run_1/drive_strength.png
Bar = 50 um.
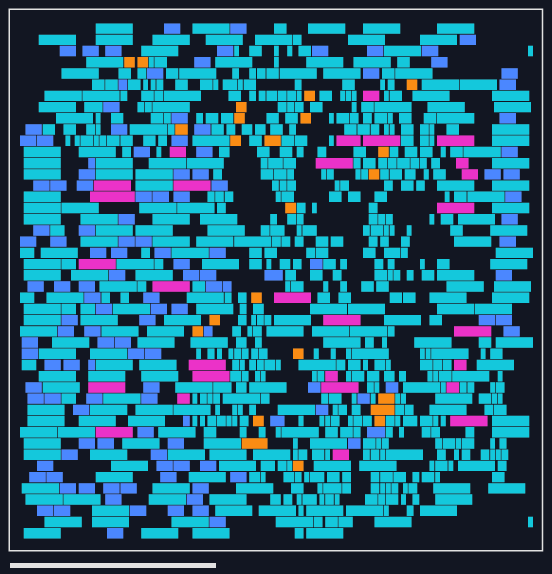
run_1/port_nets.png
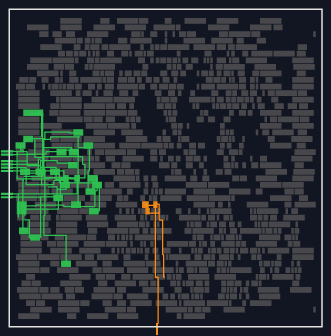
run_1/registers.png
Bar = 50 um. Other sequential cells in the stronger gray, the rest of the logic in the fainter gray.
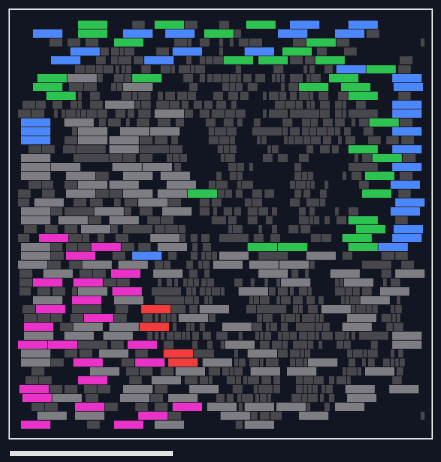
**src/rtl/program_loader.sv**
```systemverilog
// program_loader
//   Pulls a length-prefixed program image out of the UART receive buffer one
//   byte at a time, packs it into DATA_WIDTH-bit words and writes them to
//   instruction memory through a valid/ready handshake. load_completed
//   releases the rest of the system; load_error flags a bad header or an
//   inter-byte timeout. Both flags are sticky until reset.
//
//   Ports
//     clk             clock
//     reset           asynchronous reset, active low
//     uart_buf_len    bytes waiting in the UART receive buffer
//     uart_out_valid  byte read request
//     uart_out_data   byte returned, valid while uart_out_ready=1
//     uart_out_ready  read acknowledge
//     mem_in_addr     write byte address
//     mem_in_data     write data
//     mem_in_valid    write request
//     mem_in_ready    write acknowledge
//     load_completed  image fully written (sticky)
//     load_error      bad length or timeout (sticky)
//     word_count      words written so far
module program_loader #(
   parameter int unsigned DATA_WIDTH     = 32,
   parameter bit          BIG_ENDIAN     = 1'b0,
   parameter logic [31:0] BASE_ADDR      = 32'h0,
   parameter int unsigned MAX_WORDS      = 16384,
   parameter int unsigned BUF_LEN_WIDTH  = 10,
   parameter int unsigned TIMEOUT_CYCLES = 1000000
) (
   input  logic                     clk,
   input  logic                     reset,
   input  logic [BUF_LEN_WIDTH-1:0] uart_buf_len,
   output logic                     uart_out_valid,
   input  logic [7:0]               uart_out_data,
   input  logic                     uart_out_ready,
   output logic [31:0]              mem_in_addr,
   output logic [DATA_WIDTH-1:0]    mem_in_data,
   output logic                     mem_in_valid,
   input  logic                     mem_in_ready,
   output logic                     load_completed,
   output logic                     load_error,
   output logic [31:0]              word_count
);

   localparam int unsigned BYTES = DATA_WIDTH / 8;

   typedef enum logic [2:0] {
      HEADER,
      PAYLOAD,
      WRITE,
      DONE,
      ERROR
   } state_t;

   state_t                state;
   logic [3:0]            byte_idx;
   logic [31:0]           hdr;
   logic [DATA_WIDTH-1:0] word_reg;
   logic [31:0]           tmo_cnt;
   logic                  started;

   logic [31:0]           hdr_next;
   logic [DATA_WIDTH-1:0] word_next;
   logic                  byte_take;
   logic                  tmo_hit;

   // Shift-based packing keeps DATA_WIDTH=8 legal (no negative slices).
   always_comb begin
      hdr_next  = '0;
      word_next = '0;
      if (BIG_ENDIAN) begin
         hdr_next  = (hdr << 8) | 32'(uart_out_data);
         word_next = (word_reg << 8) | DATA_WIDTH'(uart_out_data);
      end else begin
         hdr_next  = (hdr >> 8) | (32'(uart_out_data) << 24);
         word_next = (word_reg >> 8) | (DATA_WIDTH'(uart_out_data) << (DATA_WIDTH - 8));
      end
   end

   assign byte_take = uart_out_valid && uart_out_ready;
   assign tmo_hit   = (TIMEOUT_CYCLES != 0) && started &&
                      (tmo_cnt == TIMEOUT_CYCLES - 1);

   always_ff @(posedge clk or negedge reset) begin
      if (!reset) begin
         state          <= HEADER;
         byte_idx       <= '0;
         hdr            <= '0;
         word_reg       <= '0;
         tmo_cnt        <= '0;
         started        <= 1'b0;
         uart_out_valid <= 1'b0;
         mem_in_addr    <= '0;
         mem_in_data    <= '0;
         mem_in_valid   <= 1'b0;
         load_completed <= 1'b0;
         load_error     <= 1'b0;
         word_count     <= '0;
      end else begin
         case (state)
            HEADER, PAYLOAD: begin
               // A captured byte outranks a timeout expiring on the same edge.
               if (byte_take) begin
                  uart_out_valid <= 1'b0;
                  tmo_cnt        <= '0;
                  started        <= 1'b1;
                  if (state == HEADER) begin
                     hdr <= hdr_next;
                     if (byte_idx == 4'd3) begin
                        byte_idx <= '0;
                        if (hdr_next > 32'(MAX_WORDS)) begin
                           state      <= ERROR;
                           load_error <= 1'b1;
                        end else if (hdr_next == '0) begin
                           state          <= DONE;
                           load_completed <= 1'b1;
                        end else begin
                           state <= PAYLOAD;
                        end
                     end else begin
                        byte_idx <= byte_idx + 4'd1;
                     end
                  end else begin
                     word_reg <= word_next;
                     if (byte_idx == 4'(BYTES - 1)) begin
                        byte_idx     <= '0;
                        state        <= WRITE;
                        mem_in_valid <= 1'b1;
                        mem_in_addr  <= BASE_ADDR + word_count * 32'(BYTES);
                        mem_in_data  <= word_next;
                     end else begin
                        byte_idx <= byte_idx + 4'd1;
                     end
                  end
               end else if (tmo_hit) begin
                  state          <= ERROR;
                  load_error     <= 1'b1;
                  uart_out_valid <= 1'b0;
               end else begin
                  if (started && (TIMEOUT_CYCLES != 0))
                     tmo_cnt <= tmo_cnt + 32'd1;
                  // Valid is low for at least the cycle after each capture.
                  if (!uart_out_valid && (uart_buf_len != '0))
                     uart_out_valid <= 1'b1;
               end
            end

            WRITE: begin
               if (mem_in_valid && mem_in_ready) begin
                  mem_in_valid <= 1'b0;
                  word_count   <= word_count + 32'd1;
                  if (word_count + 32'd1 == hdr) begin
                     state          <= DONE;
                     load_completed <= 1'b1;
                  end else begin
                     state <= PAYLOAD;
                  end
               end
            end

            DONE: begin
               load_completed <= 1'b1;
            end

            ERROR: begin
               load_error     <= 1'b1;
               load_completed <= 1'b0;
               uart_out_valid <= 1'b0;
               mem_in_valid   <= 1'b0;
            end

            default: state <= ERROR;
         endcase
      end
   end

endmodule

```
**config.mk**
```make
export PLATFORM = sky130hd
export DESIGN_NAME = program_loader
export DESIGN_NICKNAME = d
export VERILOG_FILES = /design/src/rtl/program_loader.sv
export SDC_FILE = /design/constraint.sdc
export NUM_CORES = 1
export LEC_CHECK = 0
export CORE_AREA = 2 2 127 129
export DETAILED_ROUTE_END_ITERATION = 12
export DIE_AREA = 0 0 129 131
export DONT_BUFFER_PORTS = 1
export GPL_TIMING_DRIVEN = 1
export PLACE_DENSITY = 0.71
export SYNTH_ARGS = -nofsm -noshare
export SYNTH_HDL_FRONTEND = slang
export SYNTH_SLANG_ARGS = --single-unit
```
**constraint.sdc**
```tcl
create_clock -name clk -period 3.5 [get_ports clk]
set_clock_uncertainty 0.2 [all_clocks]
set_input_delay 0.35 -clock clk [delete_from_list [all_inputs] [get_ports clk]]
set_output_delay 0.35 -clock clk [all_outputs]
set_load 0.005 [all_outputs]
```
==> impl_metrics.py, run 1 <==
# Auto-generated metrics
metrics = {
    "layout": {
        "diodes": 0,
        "post_route_cells_drive_above_1_share_pct": 22.2,
        "nets": 842,
        "nFillCells": 1213,
        "final_common_cell": "dfrtp_1",
        "signal_buffers": 29,
        "nNonClkInverters": 6,
        "comb_share_pct": 41.2,
        "logic_area_um2": 4180,
        "area_growth_pct": 10.2,
        "seq_share_pct": 47.8,
        "flops": 194,
        "logic_gates": 569,
        "final_util_pct": 65.1,
        "buffer_area_share_pct": 2.41,
        "clockNetworkAreaShare_pct": 5.75,
        "largestClassByArea": "flip-flops and latches",
        "stdcell_area_um2": 10200,
        "layout_top_cells": "194 x dfrtp_1, 118 x mux2_2, 64 x nand2_1",
        "n_clock_buffer": 17,
        "seqCellArea_um2": 4850,
        "layout.cells.non_filler": 1046,
    },
    "hold_path": {
        "hold_class": "input port to async pin",
    },
    "placement": {
        "dpl-instance-area_um2": 9460,
        "port-buffer-count": 0,
        "dp_cells": 1003,
        "gp_congestion": 0.876,
        "place_hpwl_um": 13800,
        "preCtsSetupSlack_ns": 0.343,
    },
    "sta": {
        "layout_setup_ws_ns": 0.365,
        "tightest_slew_ns": 0.879,
        "final_max_slew_viol_count": 0,
        "hold_violations": 194,
        "finalCritPeriodShare_pct": 89.6,
        "relSlewSlack_pct": 41.1,
        "period_minus_slack_ns": 3.14,
        "fmax_ghz": 0.319,
        "hold_ws_ns": -0.588,
        "tns_ns": 0,
        "rsz0062_at_grt": "false",
    },
    "worst_setup_path": {
        "crit_start": "word_count[5]",
        "required_ns": 3.64,
        "r2r-start": "word_count[5]",
        "r2r_setup_slack_ns": 0.36,
        "r2r_cells": 7,
        "crit_family": "AND-OR/OR-AND gates",
        "arrival_ns": 3.28,
        "path_depth": 7,
        "critPathKind": "flip-flop to flip-flop",
        "cp_max_fo": 10,
        "crit_end": "state[1]",
        "worstPathCellList": "nand4_1 > o31ai_1 > o311ai_0 > or4_1 > a2111oi_0 > nand4_1 > o21ai_0",
        "max_stage_delay_ns": 0.50,
        "startpoint_type": "flip-flop",
        "cp_num_buf_inv": 0,
        "cp-end-kind": "flip-flop",
        "timing.rr.end": "state[1]",
        "crit_slowest_cell": "or4_1",
        "cp_common_cell": "nand4_1",
    },
    "yosys": {
        "ys_seq_share_pct": 52.6,
        "synth_area_leader_cell": "dfrtp_1",
        "ff_type": "dfrtp_1",
        "syn_area_um2": 9220,
        "synthCells": 814,
        "xor_share_pct": 9.12,
        "synthAoiAreaFrac_pct": 4.71,
        "topCombFamilyByArea": "simple AND/OR/NAND/NOR gates",
        "ys_sh_mux_pct": 14.7,
        "edf_count": 0,
        "ys_sh_adder_pct": 0.407,
        "synth-simple-area-share_pct": 16.0,
        "top_area_share_pct": 52.6,
        "yosys_warnings": 0,
        "numSynthFlops": 194,
        "ys_cells": 814,
        "synth.avg_cell_area_um2": 11.3,
        "synthDistinctLibCells": 54,
        "async_flop_share_pct": 100,
        "ys_area_um2": 9220,
        "synthTopCellsByArea": "dfrtp_1 53%, mux2_2 14%, xnor2_1 5.3%",
    },
    "clocking": {
        "clock_latency_ns": 0.43,
        "cts-root-buf": "clkbuf_16",
        "cts_setup_buffers": 0,
        "cts_tree": "yes",
        "numCtsBuffers": 17,
        "cts.path.max_buffers": 2,
        "cts_hold_buf": 11,
        "cts_resized": 0,
        "htreeDepth": 4,
        "cts.clk_slew.worst_paths_ns": 0.08,
    },
    "power": {
        "power_leakage_nw": 4.74,
        "powerDensity_nw_per_um2": 483,
        "ir_drop_v": 0.000381,
        "power.total_mw": 4.91,
    },
    "routing": {
        "drt_wl_total_um": 20300,
        "routed_via_density": 6.04,
        "drc": 0,
        "wl_per_cell_um": 19.4,
        "dr_wl_met2_um": 9480,
        "wl_met1_um": 9230,
        "drtIter0Drc": 483,
        "ant_nets": 0,
        "wl_met3_um": 1370,
        "num_vias": 6319,
        "highest_layer": "met4",
        "first_pass_iters": 5,
    },
    "floorplan": {
        "core-area_um2": 15600,
        "die_width_um": 129,
        "die-area_um2": 16900,
        "fp-row-count": 46,
        "fp_util_pct": 59.1,
        "taps": 216,
        "die_h_um": 131,
        "io-pin-count": 122,
    },
    "global_routing": {
        "grt.met2_usage_pct": 38.4,
        "grt_util_met3_pct": 6.07,
        "antenna_found_initial": 0,
        "busiest_layer": "met2",
        "grt_pass1_vias": 6272,
        "grt_max_degree": 195,
        "grt_overflow_total": 0,
        "grt_use_total_pct": 25.2,
        "met1_usage_pct": 36.3,
    },
    "flow_run": {
        "warning_count": 30,
        "maxCapViolCount": 0,
    },
    "outcome": {
        "status": "complete, but fails checks",
        "violations": "hold timing",
    },
}
Notes on drive_strength.png above:
legend:
  drive 3 to 4:
    color: orange
    cells: 23
  drive 2:
    color: blue
    cells: 133
  drive 6 and up:
    color: magenta
    cells: 28
  drive 1 or less:
    color: cyan
    cells: 646

Notes on port_nets.png above:
legend:
  mem_in_ready:
    color: orange
    bits: 1
    direction: input
    end_cells: 3
    buffers: 1
    wire: 94.1 um
  uart_out_data:
    color: green
    bits: 8
    direction: input
    end_cells: 26
    buffers: 8
    wire: 743 um

Notes on registers.png above:
legend:
  word_count:
    color: green
    flops: 32
  word_reg:
    color: magenta
    flops: 24
    where: bottom left
  byte_idx:
    color: red
    flops: 4
  mem_in_addr:
    color: blue
    flops: 30

==> run 1: synth_stat cells (9+ instances only) <==
master	number
nand3_1	21
nand2_1	64
mux2_2	118
nand4_1	26
nor2_1	55
and4_1	11
o21ai_0	14
nor3_1	20
or3_1	9
nand2b_1	9
xnor2_1	56
xor2_1	40
clkbuf_1	38
and3_1	10
nor4_1	26
a21oi_1	21
dfrtp_1	194
==> run 1: how the worst min path moves through the flow <==
stage / startpoint / to / cells past startpoint
floorplan: reset / byte_idx[0] / 0
global placement: reset / tmo_cnt[10] / 0
detailed placement: reset / tmo_cnt[9] / 0
CTS: reset / started / 0
global route: reset / tmo_cnt[0] / 0
finish: reset / tmo_cnt[0] / 0
==> run 1: report_power, final <==
group,internal (mW),switching [mW]
sequential,2.38,0.181
combinational,0.209,0.225
clock,1.02,0.906
==> run 2, diff against run 1 <==
clock period = 3.79 ns   (was 3.5 ns; I/O delays follow)
==> run 2 against run 1 <==
Net effect: the run still ends with hold timing left; fmax grew 0.44%; total power fell by 6.1%; wire length shrank 0.24%; largest cell class unchanged.
==> impl_metrics.py, run 2 <==
# Auto-generated metrics
metrics = {
    "outcome": {
        "status": "complete, but fails checks",
        "violations": "hold timing",
    },
    "routing": {
        "drc": 0,
        "num_vias": 6216,
        "ant_nets": 0,
        "wl_per_cell_um": 19.6,
        "wl_met1_um": 9370,
        "routed_via_density": 6.01,
        "first_pass_iters": 5,
        "wl_met3_um": 1260,
        "drt_wl_total_um": 20300,
    },
    "flow_run": {
        "warning_count": 30,
        "maxCapViolCount": 0,
    },
    "clocking": {
        "cts-root-buf": "clkbuf_16",
        "cts.path.max_buffers": 2,
        "cts.clk_slew.worst_paths_ns": 0.07,
        "numCtsBuffers": 17,
        "cts_hold_buf": 9,
        "cts_setup_buffers": 0,
        "cts_resized": 0,
        "htreeDepth": 4,
        "cts_tree": "yes",
        "clock_latency_ns": 0.43,
    },
    "worst_setup_path": {
        "crit_start": "word_count[0]",
        "r2r_cells": 8,
        "required_ns": 3.94,
        "worstPathCellList": "ha_1 > nand3_1 > o31ai_1 > o311ai_0 > or4_1 > a2111oi_0 > nand4_1 > o21ai_0",
        "startpoint_type": "flip-flop",
        "cp-end-kind": "flip-flop",
        "r2r_setup_slack_ns": 0.67,
        "r2r-start": "word_count[0]",
        "crit_slowest_cell": "or4_1",
        "timing.rr.end": "state[1]",
        "arrival_ns": 3.27,
        "max_stage_delay_ns": 0.51,
        "crit_family": "simple AND/OR/NAND/NOR gates",
        "cp_num_buf_inv": 0,
        "cp_max_fo": 9,
        "critPathKind": "flip-flop to flip-flop",
    },
    "layout": {
        "nNonClkInverters": 6,
        "largestClassByArea": "flip-flops and latches",
        "layout_top_cells": "194 x dfrtp_1, 118 x mux2_2, 64 x nand2_1",
        "comb_share_pct": 41.4,
        "logic_gates": 569,
        "flops": 194,
        "nets": 831,
        "n_clock_buffer": 20,
        "seq_share_pct": 48.0,
        "signal_buffers": 18,
        "nFillCells": 1187,
        "logic_area_um2": 4180,
        "final_common_cell": "dfrtp_1",
        "diodes": 0,
        "post_route_cells_drive_above_1_share_pct": 21.2,
        "final_util_pct": 64.8,
        "area_growth_pct": 9.55,
        "buffer_area_share_pct": 1.56,
        "clockNetworkAreaShare_pct": 6.14,
    },
    "placement": {
        "gp_congestion": 0.888,
        "port-buffer-count": 0,
        "place_hpwl_um": 13700,
        "dpl-instance-area_um2": 9390,
    },
    "yosys": {
        "synthDistinctLibCells": 54,
        "top_cells_by_count": "194 x dfrtp_1, 118 x mux2_2, 64 x nand2_1",
        "synth_dominant_cell_count": "dfrtp_1",
        "edf_count": 0,
        "yosys_warnings": 0,
        "synthTopCellsByArea": "dfrtp_1 53%, mux2_2 14%, xnor2_1 5.3%",
        "ys_cells": 814,
        "async_flop_share_pct": 100,
        "ys_seq_share_pct": 52.6,
        "syn_area_um2": 9220,
        "numSynthFlops": 194,
        "synth.avg_cell_area_um2": 11.3,
        "top_area_share_pct": 52.6,
        "synthCells": 814,
        "ys_area_um2": 9220,
    },
    "floorplan": {
        "core-area_um2": 15600,
        "fp-row-count": 46,
        "die-area_um2": 16900,
        "io-pin-count": 122,
        "fp_util_pct": 59.1,
        "taps": 216,
        "die_h_um": 131,
    },
    "hold_path": {
        "hold_class": "input port to async pin",
    },
    "sta": {
        "layout_setup_ws_ns": 0.669,
        "relSlewSlack_pct": 33.9,
        "hold_violations": 194,
        "fmax_ghz": 0.320,
        "rsz0062_at_grt": "false",
        "hold_ws_ns": -0.555,
        "period_minus_slack_ns": 3.12,
        "final_max_slew_viol_count": 0,
        "tightest_slew_ns": 0.990,
    },
    "global_routing": {
        "busiest_layer": "met2",
        "grt.met2_usage_pct": 39.6,
        "grt_max_degree": 195,
        "met1_usage_pct": 35.9,
        "antenna_found_initial": 0,
        "grt_pass1_vias": 6337,
        "grt_overflow_total": 0,
        "grt_util_met3_pct": 5.94,
    },
    "power": {
        "power.total_mw": 4.61,
        "power_leakage_nw": 4.70,
        "powerDensity_nw_per_um2": 456,
        "ir_drop_v": 0.000317,
    },
}
[run 2: cell counts after synthesis]
Identical to the previous run, type by type.
[run 2: worst reg2reg max path, stage by stage (launching register included)]
cell,delay (ns)
dfrtp_1,0.50
ha_1,0.30
nand3_1,0.31
o31ai_1,0.29
o311ai_0,0.18
or4_1,0.51
a2111oi_0,0.38
nand4_1,0.20
o21ai_0,0.18
[run 2: cells by family after synthesis]
group,share of synthesized area [%]
AND/OR/NAND/NOR,16.0
flip-flops,52.6
multiplexers,14.7
XOR/XNOR,9.12
AND-OR/OR-AND,4.71
buffers and inverters,2.32
adder cells (fa/ha/maj),0.407
other,0.0407
[run 2: power breakdown]
part / switching, mW / internal (mW)
Combinational: 0.205 / 0.192
Sequential: 0.166 / 2.19
Clock: 0.850 / 1.00
Total: 1.22 / 3.39
run_2/drive_strength.png
Bar = 50 um.
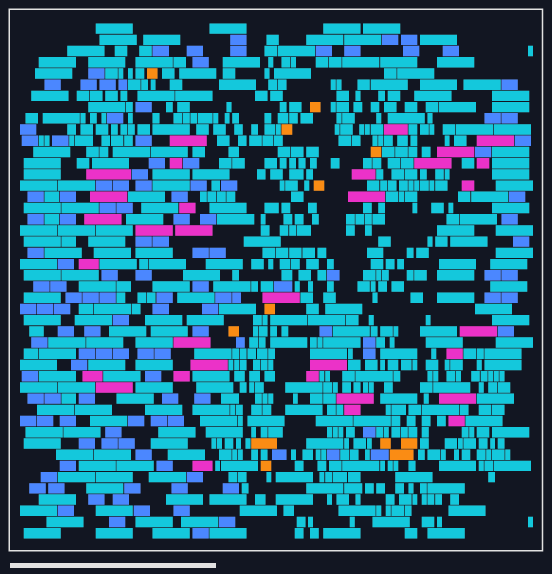
legend:
  drive 1 or less:
    color: cyan
    cells: 645
  drive 6 and up:
    color: magenta
    cells: 32
  drive 3 to 4:
    color: orange
    cells: 12
  drive 2:
    color: blue
    cells: 130

run_2/port_nets.png
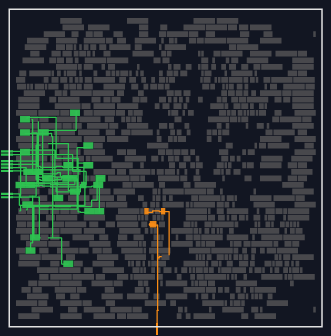
legend:
  uart_out_data:
    color: green
    bits: 8
    direction: input
    end_cells: 26
    buffers: 8
    wire: 879 um
  mem_in_ready:
    color: orange
    bits: 1
    direction: input
    end_cells: 3
    buffers: 1
    wire: 78.2 um

No activity file was given, so power comes from the tool's default toggle rates.
